==> images/clk_routes.png <==
The bar under the picture is 100 um long.
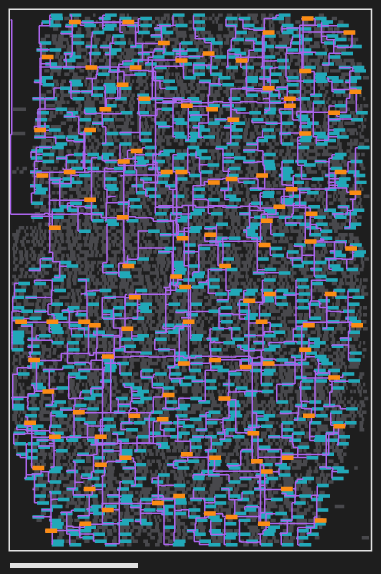
==> images/layer_met4.png <==
Supply wires on this layer in grey.
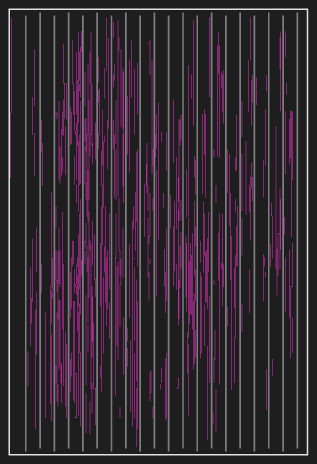
==> images/flops_by_reg.png <==
Other cells in grey.
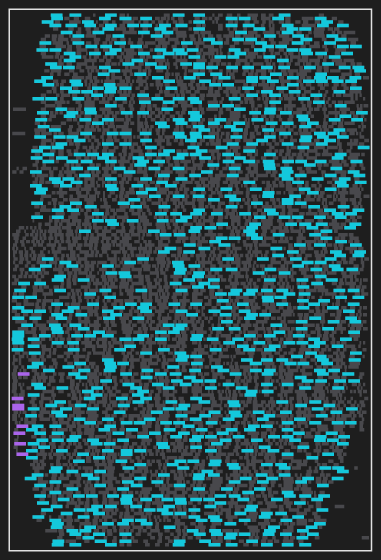
Design register_file, sky130hd; sources not shown.
==> results.cfg <==
; flow metrics
[cts]
cts.path.max_buffers = 3
htree_levels = 3
cts_post_setup_buffers_inserted = 28

[floorplanning]
die-area_um2 = 119000

[timing]
final_hold_viol_count = 20
setup_viol = 64
whs_ps = -33.8
rsz0062_at_grt = yes
tns_ps = -35230
worst_slew_pin_slew_ps = 953
setup_ws_ps = -793
finalMaxSlewViolations = 0

[final_layout]
clock_cell_area_share_pct = 5.00
mostFrequentLayoutCell = dfrtp_1
fin_cells = 6343
antenna_cells = 3
fin_util_pct = 60.9
buf_share_pct = 14.3
n_all_inverters = 6

[worst_hold_path]
min_path_type = in -> async

[logic_synthesis]
synth-edff-count = 0
yosys.area_share.aoi_pct = 6.07
yosys_cells = 4036
ys_sh_xor_pct = 0.264
logic_family = multiplexers
synthTopCellsByCount = 1032 x dfrtp_1, 1008 x mux2_2, 384 x mux2i_1, 325 x mux4_2, 257 x clkbuf_1

[power]
p_int_mw = 35.2
power_mw = 49.2
p_seq_share_pct = 43.4
vdd_drop_max_v = 0.000725

[worst_setup_path]
path_common_cell = mux4_2
rrSetupSlack_ps = 580
crit_arrival_ps = 2830
cp_slowest_stage_delay_ps = 490
path_depth = 5

[outcome]
status = finished, violations left
violations = hold timing, setup timing

[routing]
wl_per_cell_um = 36.3
wl_met3_um = 16900
wl_met2_um = 109000
avgViaCountPerCell = 6.69

[global_route]
antenna_found_initial = 4
grt_overflow = 0
met1_usage_pct = 49.4
grt-busiest-layer = met2
-- clk_routes.png (at the start) --
Purple marks clock wires, length 14300 um. Cyan marks flip-flops, count 1032. Orange marks clock drivers, count 106.
Position of the flops: spread over the die. There are 107 routed clock nets.
clock skew after layout: 25.4 ps
clock power share: 35.1%
clk pwr: 17.3 mW
Latency at later pin: 750 ps

-- layer_met4.png (at the start) --
The layer holds 7.5% of the routed length. 184 nets have wire on it. The longest straight run is 195 um.
Post-Route WL: 231000 um
vias: 42400

-- flops_by_reg.png (at the start) --
Purple marks `wr_count`, placed flops 8, where south-west. Cyan marks `mem_q`, placed flops 1024, where spread over the die.
Reg area: 25800 um^2
Seq. pwr: 21.4 mW
Seq/total area: 36.5%

Power and IR drop assume default switching activity.
